Run 1, clock nets:
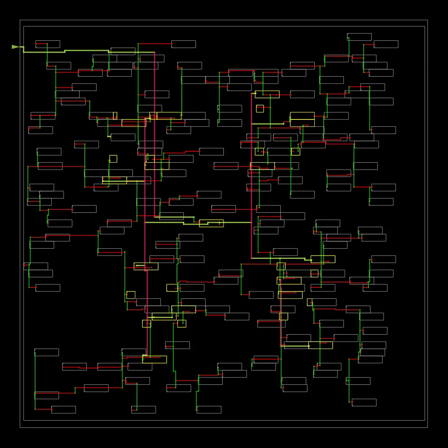
Run 1, signal wires by layer:
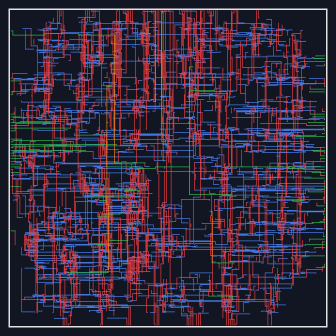
Run 1, gate-type map:
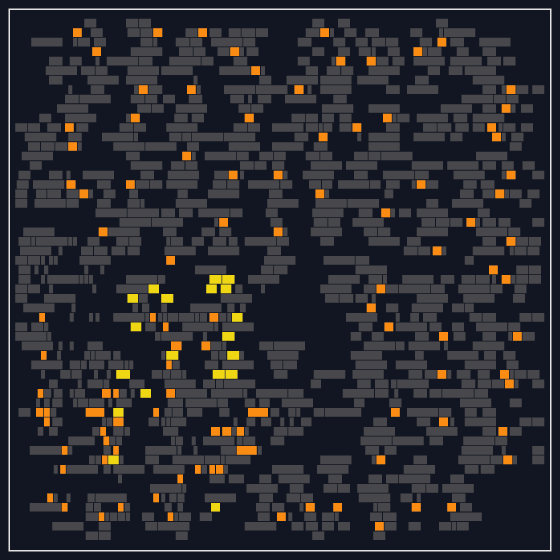
`config.mk`:
```
export PLATFORM = sky130hd
export DESIGN_NAME = axis_forwarder_ctrl_flat
export DESIGN_NICKNAME = d
export VERILOG_FILES = /design/src/rtl/axis_forwarder_ctrl_if.sv /design/src/rtl/axis_forwarder_ctrl.sv /design/src/flat_wrapper.sv
export SDC_FILE = /design/constraint.sdc
export NUM_CORES = 1
export LEC_CHECK = 0
export ABC_CLOCK_PERIOD_IN_PS = 5300
export CELL_PAD_IN_SITES_DETAIL_PLACEMENT = 0
export CELL_PAD_IN_SITES_GLOBAL_PLACEMENT = 1
export CORE_UTILIZATION = 38
export DETAILED_ROUTE_END_ITERATION = 10
export PLACE_DENSITY_LB_ADDON = 0.1
export SYNTH_ARGS = -nofsm -noshare
export SYNTH_HDL_FRONTEND = slang
export SYNTH_SLANG_ARGS = --single-unit
```
`constraint.sdc`:
```
create_clock -name clk -period 5.3 [get_ports clk]
set_input_delay 0.53 -clock clk [delete_from_list [all_inputs] [get_ports clk]]
set_output_delay 0.53 -clock clk [all_outputs]
set_load 0.01 [all_outputs]
```
`src/rtl/axis_forwarder_ctrl_if.sv`:
```
// Forwarder read-port and egress AXI4-Stream bundle.
// The master modport is the sequencer side; slave is the memory/sink side.
interface axis_forwarder_ctrl_if #(
    parameter int SNOOP_FWD_ADDR_WIDTH = 9,
    parameter int DATA_WIDTH           = 64,
    parameter int PLEN_WIDTH           = SNOOP_FWD_ADDR_WIDTH + 1
);
    logic                            ready_for_forwarder;
    logic [PLEN_WIDTH-1:0]           len_to_forwarder;
    logic [SNOOP_FWD_ADDR_WIDTH-1:0] forwarder_rd_addr;
    logic                            forwarder_rd_en;
    logic [DATA_WIDTH-1:0]           forwarder_rd_data;
    logic                            forwarder_done;
    logic [DATA_WIDTH-1:0]           m_axis_tdata;
    logic                            m_axis_tvalid;
    logic                            m_axis_tready;
    logic                            m_axis_tlast;

    modport master (
        input  ready_for_forwarder, len_to_forwarder,
        input  forwarder_rd_data, m_axis_tready,
        output forwarder_rd_addr, forwarder_rd_en, forwarder_done,
        output m_axis_tdata, m_axis_tvalid, m_axis_tlast
    );

    modport slave (
        output ready_for_forwarder, len_to_forwarder,
        output forwarder_rd_data, m_axis_tready,
        input  forwarder_rd_addr, forwarder_rd_en, forwarder_done,
        input  m_axis_tdata, m_axis_tvalid, m_axis_tlast
    );
endinterface

```
`src/rtl/axis_forwarder_ctrl.sv`:
```
// Forwarder sequencer: reads an assigned packet buffer word by word and
// streams it out as AXI4-Stream with backpressure, then pulses done.
module axis_forwarder_ctrl #(
    parameter int SNOOP_FWD_ADDR_WIDTH = 9,
    parameter int DATA_WIDTH           = 64,
    parameter int PLEN_WIDTH           = SNOOP_FWD_ADDR_WIDTH + 1
) (
    input  logic                  clk,
    input  logic                  rst,
    axis_forwarder_ctrl_if.master io_bus
);
    localparam int AW = SNOOP_FWD_ADDR_WIDTH;
    localparam int DW = DATA_WIDTH;
    localparam int PW = PLEN_WIDTH;
    localparam logic [PW-1:0] MAX_LEN = PW'(2 ** AW);

    localparam logic [1:0] S_IDLE   = 2'd0;
    localparam logic [1:0] S_STREAM = 2'd1;
    localparam logic [1:0] S_DONE   = 2'd2;
    localparam logic [1:0] S_GAP    = 2'd3;

    logic [1:0]    r_state;
    logic [PW-1:0] r_len_q;
    logic [PW-1:0] r_rd_ptr;
    logic [AW-1:0] r_addr;
    logic          r_inflight;
    logic          r_infl_last;
    logic [DW-1:0] r_fifo_data [2];
    logic [1:0]    r_fifo_last;
    logic          r_wptr;
    logic          r_rptr;
    logic [1:0]    r_count;

    logic          w_stream;
    logic          w_fifo_ne;
    logic          w_valid;
    logic [DW-1:0] w_head_data;
    logic          w_head_last;
    logic          w_pop;
    logic          w_fifo_pop;
    logic          w_push;
    logic [2:0]    w_occ;
    logic          w_rd_en;
    logic [PW-1:0] w_len_clamped;

    // The word arriving from memory this cycle is visible at the output
    // immediately (bypass), so the first beat appears one cycle after rd_en.
    assign w_stream    = (r_state == S_STREAM);
    assign w_fifo_ne   = (r_count != 2'd0);
    assign w_valid     = w_stream & (w_fifo_ne | r_inflight);
    assign w_head_data = w_fifo_ne ? r_fifo_data[r_rptr]
                                   : io_bus.forwarder_rd_data;
    assign w_head_last = w_fifo_ne ? r_fifo_last[r_rptr] : r_infl_last;
    assign w_pop       = w_valid & io_bus.m_axis_tready;
    assign w_fifo_pop  = w_pop & w_fifo_ne;
    assign w_push      = r_inflight & ~(w_pop & ~w_fifo_ne);
    assign w_occ       = {1'b0, r_count} + {2'b00, r_inflight}
                       - {2'b00, w_pop};
    assign w_rd_en     = w_stream & (r_rd_ptr < r_len_q) & (w_occ < 3'd2);
    assign w_len_clamped = (io_bus.len_to_forwarder > MAX_LEN)
                         ? MAX_LEN : io_bus.len_to_forwarder;

    assign io_bus.forwarder_rd_en   = w_rd_en;
    assign io_bus.forwarder_rd_addr = w_rd_en ? r_rd_ptr[AW-1:0] : r_addr;
    assign io_bus.forwarder_done    = (r_state == S_DONE);
    assign io_bus.m_axis_tvalid     = w_valid;
    assign io_bus.m_axis_tdata      = w_valid ? w_head_data : '0;
    assign io_bus.m_axis_tlast      = w_valid & w_head_last;

    // Packet sequencing: accept a buffer, stream it, pulse done, settle.
    always_ff @(posedge clk or posedge rst) begin
        if (rst) begin
            r_state  <= S_IDLE;
            r_len_q  <= '0;
            r_rd_ptr <= '0;
        end else begin
            case (r_state)
                S_IDLE: begin
                    if (io_bus.ready_for_forwarder) begin
                        r_len_q  <= w_len_clamped;
                        r_rd_ptr <= '0;
                        r_state  <= (w_len_clamped == '0) ? S_DONE
                                                          : S_STREAM;
                    end
                end
                S_STREAM: begin
                    if (w_rd_en) r_rd_ptr <= r_rd_ptr + PW'(1);
                    if (w_pop & w_head_last) r_state <= S_DONE;
                end
                S_DONE:  r_state <= S_GAP;
                default: r_state <= S_IDLE;
            endcase
        end
    end

    // Track the read in flight and hold the address between reads.
    always_ff @(posedge clk or posedge rst) begin
        if (rst) begin
            r_inflight  <= 1'b0;
            r_infl_last <= 1'b0;
            r_addr      <= '0;
        end else begin
            r_inflight  <= w_rd_en;
            r_infl_last <= w_rd_en & (r_rd_ptr == r_len_q - PW'(1));
            if (w_rd_en) r_addr <= r_rd_ptr[AW-1:0];
        end
    end

    // Two-entry output FIFO absorbing read data while the sink stalls.
    always_ff @(posedge clk or posedge rst) begin
        if (rst) begin
            r_fifo_data[0] <= '0;
            r_fifo_data[1] <= '0;
            r_fifo_last    <= '0;
            r_wptr         <= 1'b0;
            r_rptr         <= 1'b0;
            r_count        <= '0;
        end else begin
            if (w_push) begin
                r_fifo_data[r_wptr] <= io_bus.forwarder_rd_data;
                r_fifo_last[r_wptr] <= r_infl_last;
                r_wptr              <= ~r_wptr;
            end
            if (w_fifo_pop) r_rptr <= ~r_rptr;
            r_count <= r_count + {1'b0, w_push} - {1'b0, w_fifo_pop};
        end
    end
endmodule

```
`src/flat_wrapper.sv`:
```
// flat-port wrapper written by rule: the top's interface ports become plain ports
module axis_forwarder_ctrl_flat 
#(
    parameter int SNOOP_FWD_ADDR_WIDTH = 9,
    parameter int DATA_WIDTH           = 64,
    parameter int PLEN_WIDTH           = SNOOP_FWD_ADDR_WIDTH + 1
)
  (clk, rst, io_bus_ready_for_forwarder, io_bus_len_to_forwarder, io_bus_forwarder_rd_data, io_bus_m_axis_tready, io_bus_forwarder_rd_addr, io_bus_forwarder_rd_en, io_bus_forwarder_done, io_bus_m_axis_tdata, io_bus_m_axis_tvalid, io_bus_m_axis_tlast);
  axis_forwarder_ctrl_if #(.SNOOP_FWD_ADDR_WIDTH(SNOOP_FWD_ADDR_WIDTH), .DATA_WIDTH(DATA_WIDTH), .PLEN_WIDTH(PLEN_WIDTH)) io_bus_i ();
  input  logic clk;
  input  logic rst;
  input wire logic [$bits(io_bus_i.ready_for_forwarder)-1:0] io_bus_ready_for_forwarder;
  input wire logic [$bits(io_bus_i.len_to_forwarder)-1:0] io_bus_len_to_forwarder;
  input wire logic [$bits(io_bus_i.forwarder_rd_data)-1:0] io_bus_forwarder_rd_data;
  input wire logic [$bits(io_bus_i.m_axis_tready)-1:0] io_bus_m_axis_tready;
  output wire logic [$bits(io_bus_i.forwarder_rd_addr)-1:0] io_bus_forwarder_rd_addr;
  output wire logic [$bits(io_bus_i.forwarder_rd_en)-1:0] io_bus_forwarder_rd_en;
  output wire logic [$bits(io_bus_i.forwarder_done)-1:0] io_bus_forwarder_done;
  output wire logic [$bits(io_bus_i.m_axis_tdata)-1:0] io_bus_m_axis_tdata;
  output wire logic [$bits(io_bus_i.m_axis_tvalid)-1:0] io_bus_m_axis_tvalid;
  output wire logic [$bits(io_bus_i.m_axis_tlast)-1:0] io_bus_m_axis_tlast;
  assign io_bus_i.ready_for_forwarder = io_bus_ready_for_forwarder;
  assign io_bus_i.len_to_forwarder = io_bus_len_to_forwarder;
  assign io_bus_i.forwarder_rd_data = io_bus_forwarder_rd_data;
  assign io_bus_i.m_axis_tready = io_bus_m_axis_tready;
  assign io_bus_forwarder_rd_addr = io_bus_i.forwarder_rd_addr;
  assign io_bus_forwarder_rd_en = io_bus_i.forwarder_rd_en;
  assign io_bus_forwarder_done = io_bus_i.forwarder_done;
  assign io_bus_m_axis_tdata = io_bus_i.m_axis_tdata;
  assign io_bus_m_axis_tvalid = io_bus_i.m_axis_tvalid;
  assign io_bus_m_axis_tlast = io_bus_i.m_axis_tlast;
  axis_forwarder_ctrl #(.SNOOP_FWD_ADDR_WIDTH(SNOOP_FWD_ADDR_WIDTH), .DATA_WIDTH(DATA_WIDTH), .PLEN_WIDTH(PLEN_WIDTH)) u_core (.clk(clk), .rst(rst), .io_bus(io_bus_i));
endmodule
```
==> ci_impl_report.md, run 1 <==
### Yosys + OpenROAD results

| Metric | Value |
|---|---|
| Outcome | finished, final reports clean |
| Syn Nets | between 800 and 900 |
| Signal buf overhead | 14.5% |
| Non-clk invs | 24 |
| Hpwl dp | 14100 um |
| Sequential power share | 36.2% |
| Pleak | 4.82 nW |
| Multi-input logic area | 0.00428 sq mm |
| # resized after CTS | 0 |
| Fin area | 0.0111 sq mm |
| Remaining global-route overflow | 0 |
| Peak VDD IR | 327 uV |
| Place WS | 943 ps |
| Ys cells | 783 |
| CP Cell Sequence | inv_1 > ha_1 > nand2_1 > xnor2_1 > nand2_1 > fa_1 > xnor2_1 > and4b_1 > nand4_2 > inv_2 > nand2_1 > nand2_1 > clkdlybuf4s50_1 |
| Main power group | combinational logic |
| Tool warnings | 29 |
| Post-CTS Hold Fix Bufs | 0 |
| Register Area | approximately 0.0042 sq mm |
| # Post-CTS Setup Buffers | 0 |
| RSZ-0062 raised after global routing | no |
| Reg2Reg Setup Slack | 1310 ps |
| Max Freq | ~210 MHz |
| Main logic family | multiplexers |
| Cycle use final | 91.7% |
| Leading cell kind | logic gates |
| Crit Path Class | register to output port |
| Syn. warnings | 0 |
| Critical R2R Launch | u_core.r_state[1] |
| Final Max-Slew Violation Tally | 0 |
| Crit path DAT | roughly 4300 ps |
| Post-layout util | 48.7% |
| Gate Count Post-Synth | 783 |
| Top cells by count | dfrtp_1 (167), mux2_2 (132), nor2_1 (72) |
| Synth area leader | dfrtp_1 |
| Mapped Area | a little under 0.009 sq mm |
| Die H | 155 um |
| IO Pins | 155 |
| H-tree depth | 4 |
| DP Cell Count | between 1000 and 1500 |
| Power density over cell area | approximately 570 mW/mm^2 |
| CP Capture Type | output port |
| DRC violations left | 0 |
| MUX area fraction | between 20 and 25% |
| Aoi share | 10.2% |
| Placed cell area | 0.0106 sq mm |
| Proportion of layout cells with a drive suffix above 1 | 20.2% |
| Critical path launch point | u_core.r_state[1] |
| Final WS setup | 440 ps |
| CTS Buffer Depth | 2 |
| Starting Density | between 30% and 40% |
| Relative slew slack | between 30% and 40% |
| Yosys chip area | roughly 0.0089 sq mm |
| Crit path DRT | about 4800 ps |
| DR vias/cell | 5.21 |
| GR Util met1 | 24.3% |
| Max_cap viols | 0 |
| Seq pwr | between 2 and 2.5 mW |
| Die X-Extent | 155 um |
| Family with the most delay on the worst path | simple AND/OR/NAND/NOR gates |
| Max Used Layer | met4 |
| Worst Hold Launch | u_core.r_addr[5] |
| Synth flops | ~170 |
| Crit path to | io_bus_forwarder_rd_addr[4] |
| Final antenna-violating net count | 0 |
| Buf+Inv Stages, Crit Path | 3 |
| GRT met2 Usage | 31.6% |
| Top Usage Layer GRT | met2 |
| Well tap count | between 300 and 400 |
| Total negative setup slack | 0 ps |
| Hold Path Class | register to register |
| Internal power | 3.97 mW |
| Count of final hold-check violations | 0 |
| Initial antenna violation count | 2 |
| Largest regs | u_core.r_fifo_data x128, u_core.r_len_q x10, u_core.r_rd_ptr x10 |
| Crit path launch type | register |
| Comb pwr | 2.89 mW |
| Root buffer cell | clkbuf_16 |
| Main area contributors | dfrtp_1 (47%), mux2_2 (17%), mux2i_1 (7.3%) |
| FF-to-FF path depth | 12 |
| XOR/XNOR Fraction of Synth Area | 1.48% |
| Vias in the first global route | 6603 |
| Comb pwr share | around 46% |
| WHS Path Cells | 2 |
-- 'clock nets' (at the start) --
worst clock skew: 10.0 ps
Seq cells: 167
total clock buffers created by CTS: 17
clkbuf count: 18

-- 'signal wires by layer' (at the start) --
metal 3 -> green  # wire length 919 um
metal 2 -> red  # wire length 10600 um
metal 1 -> blue  # wire length 10100 um
metal 4 -> orange  # wire length 434 um
GRT Total Usage: 18.9%
wire per inst: 17.8 um
via count: 6419
WL final: 22000 um

-- 'gate-type map' (at the start) --
inverting AOI/OAI gates -> orange  # cells 103, where widely spread
AND-OR and OR-AND gates -> yellow  # cells 19
Final Non-Filler Cells: 1232
Comb/total area: 38.5%
Commonest Layout Cell: dfrtp_1

Run 1, clock wires, drivers and flops:
The bar under the picture is 50 um long.
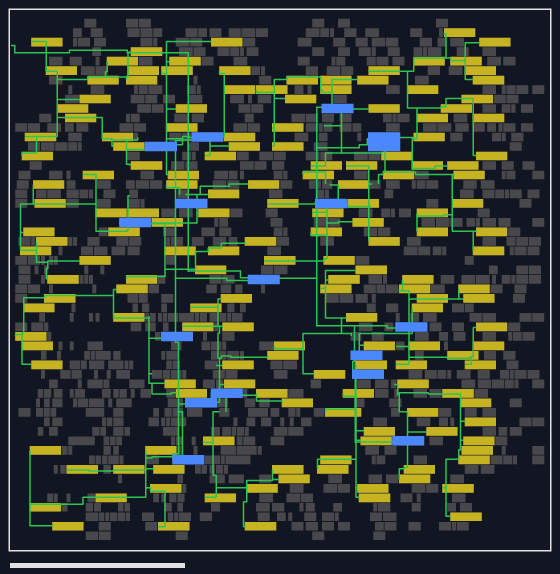

==> run 2: changes to the inputs <==
--- a/config.mk
+++ b/config.mk
@@ -8,9 +8,12 @@
 export ABC_CLOCK_PERIOD_IN_PS = 5300
 export CELL_PAD_IN_SITES_DETAIL_PLACEMENT = 0
 export CELL_PAD_IN_SITES_GLOBAL_PLACEMENT = 1
-export CORE_UTILIZATION = 38
+export CORE_UTILIZATION = 45
+export CTS_CLUSTER_DIAMETER = 30
 export DETAILED_ROUTE_END_ITERATION = 10
+export DONT_BUFFER_PORTS = 1
 export PLACE_DENSITY_LB_ADDON = 0.1
+export SETUP_SLACK_MARGIN = 0.2
 export SYNTH_ARGS = -nofsm -noshare
 export SYNTH_HDL_FRONTEND = slang
 export SYNTH_SLANG_ARGS = --single-unit
Run 2, clock wires, drivers and flops:
The bar under the picture is 50 um long.
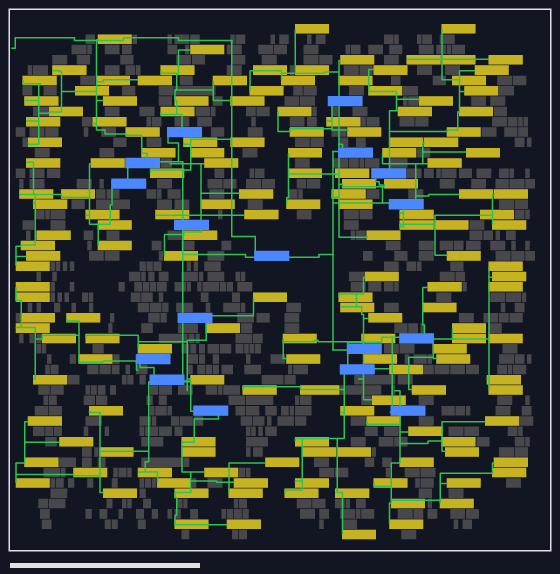
clock drivers -> blue  # count 17
flip-flops -> yellow  # count 167
clock wires -> green  # length 2050 um
flops lie = widely spread
routed clock nets = 18

Run 2, nets reached from selected ports:
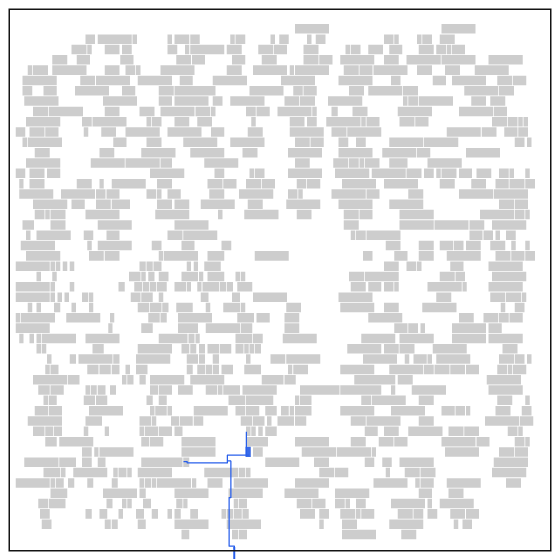
`io_bus_m_axis_tvalid` -> blue  # direction output, edge bottom, end cells 1, buffers 0, wire 51.6 um
PortBufs: 0
IO Pins: 155

==> run 2 against run 1 <==
  * Register-to-register slack gained 360 ps
  * Utilization grew 1.5 points
  * Global-route usage increased by 1.4 points
  * Flip-flop count unchanged
  * Sequential power about the same
  * Maximum frequency rose by 15%
  * Routed wire length fell by 10%
  * Final cell count decreased by 17%
  * Synthesized area unchanged
  * Count of clock-buffer cells in the layout rose by 3
  * Largest cell class unchanged
  * Highest routed layer unchanged
==> ci_impl_report.md, run 2 <==
### Yosys + OpenROAD results

| Metric | Value |
|---|---|
| Outcome | finished, final reports clean (unchanged) |
| Main power group | combinational logic (unchanged) |
| Sequential power share | 38.8% (was 36.2%) |
| Seq pwr | 2.29 mW (was 2.30 mW) |
| CTS Buffer Depth | 2 (unchanged) |
| Remaining global-route overflow | 0 (unchanged) |
| Yosys chip area | 0.00886 sq mm (unchanged) |
| Worst clock skew | 7.58 ps (was 10.0 ps) |
| Die X-Extent | 142 um (was 155 um) |
| Cycle use final | 80.0% (was 91.7%) |
| Reg clk slew, reported paths | 70 ps (about the same) |
| Well tap count | 260 (was 313) |
| Buf+Inv Stages, Crit Path | 3 (unchanged) |
| Final Non-Filler Cells | 1021 (was 1232) |
| Worst reg2reg endpoint | u_core.r_rd_ptr[9] (unchanged) |
| Leading cell kind | logic gates (unchanged) |
| Syn Nets | 880 (unchanged) |
| FF-to-FF path depth | 13 (was 12) |
| XOR/XNOR Fraction of Synth Area | 1.48% (unchanged) |
| # resized after CTS | 0 (unchanged) |
| Root buffer cell | clkbuf_16 (unchanged) |
| Multi-input logic area | 0.00428 sq mm (unchanged) |
| Main logic family | multiplexers (unchanged) |
| Die H | 142 um (was 155 um) |
| MUX area fraction | 24.1% (unchanged) |
| Syn. warnings | 0 (unchanged) |
| DRC violations left | 0 (unchanged) |
| Max_cap viols | 0 (unchanged) |
| Placed cell area | 0.00893 sq mm (was 0.0106 sq mm) |
| Comb pwr | 2.30 mW (was 2.89 mW) |
| Pleak | 4.29 nW (was 4.82 nW) |
| GRT met2 Usage | 35.1% (was 31.6%) |
| Top cells by count | dfrtp_1 (167), mux2_2 (132), nor2_1 (72) (unchanged) |
| Post-CTS Hold Fix Bufs | 0 (unchanged) |
| DR vias/cell | 5.71 (was 5.21) |
| Main area contributors | dfrtp_1 (47%), mux2_2 (17%), mux2i_1 (7.3%) (unchanged) |
| Clkbuf count | 21 (was 18) |
| Crit path DRT | 4770 ps (about the same) |
| Crit path DAT | 3710 ps (was 4330 ps) |
| Total negative setup slack | 0 ps (unchanged) |
| Non-clk invs | 24 (unchanged) |
| Mapped Area | 0.00886 sq mm (unchanged) |
| Crit Path Class | register to output port (unchanged) |
| Synth area leader | dfrtp_1 (unchanged) |
| Hold Path Class | input pin to asynchronous set/reset pin (was register to register) |
| Crit path launch type | register (unchanged) |
| Critical R2R Launch | u_core.r_state[1] (unchanged) |
| Seq cells | 167 (unchanged) |
| Power density over cell area | 618 mW/mm^2 (was 573 mW/mm^2) |
| Top Usage Layer GRT | met2 (unchanged) |
| Starting Density | 46.6% (was 38.9%) |
| DP Cell Count | 990 (was 1199) |
| Family with the most delay on the worst path | adder cells (was simple AND/OR/NAND/NOR gates) |
| Vias in the first global route | 6123 (was 6603) |
| Core ar. | 0.0190 sq mm (was 0.0228 sq mm) |
| WL final | 19700 um (was 22000 um) |
| # Post-CTS Setup Buffers | 0 (unchanged) |
| Synth flops | 167 (unchanged) |
| Initial antenna violation count | 0 (was 2) |
| Comb pwr share | 38.9% (was 45.5%) |
| Ys cells | 783 (unchanged) |
| Register Area | 0.00418 sq mm (unchanged) |
| Post-layout util | 50.3% (was 48.7%) |
| Comb/total area | 44.7% (was 38.5%) |
| Internal power | 3.68 mW (was 3.97 mW) |
| H-tree depth | 4 (unchanged) |
| Commonest Layout Cell | dfrtp_1 (unchanged) |
| Number of enable flip-flop cells | 0 (unchanged) |
| Crit path to | io_bus_forwarder_rd_addr[5] (was io_bus_forwarder_rd_addr[4]) |
| Critical path launch point | u_core.r_state[1] (unchanged) |
| Max Used Layer | met4 (unchanged) |
| Hpwl dp | 12800 um (was 14100 um) |
| Count of final hold-check violations | 0 (unchanged) |
| Peak VDD IR | 342 uV (was 327 uV) |
| GR Util met1 | 24.7% (was 24.3%) |
| Tool warnings | 29 (unchanged) |
| Total clock buffers created by CTS | 17 (unchanged) |
| Proportion of layout cells with a drive suffix above 1 | 23.8% (was 20.2%) |
| Largest regs | u_core.r_fifo_data x128, u_core.r_len_q x10, u_core.r_rd_ptr x10 (unchanged) |
| Max Freq | 236 MHz (was 206 MHz) |
| Fin area | 0.00956 sq mm (was 0.0111 sq mm) |
| Dominant flop cell | dfrtp_1 (unchanged) |
| CP Capture Type | output port (unchanged) |
| Place WS | 1510 ps (was 943 ps) |
| Gate Count Post-Synth | 783 (unchanged) |
| RSZ-0062 raised after global routing | no (unchanged) |
| Final Max-Slew Violation Tally | 0 (unchanged) |
Run 2, signal wires by layer:
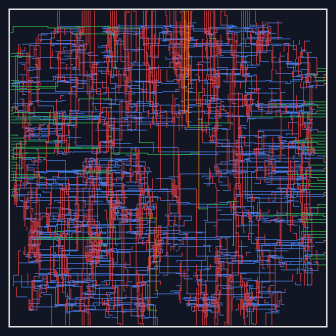
GRT Total Usage: 20.3%
via count: 5834
wire per inst: 19.3 um

No activity file was given, so power comes from the tool's default toggle rates.
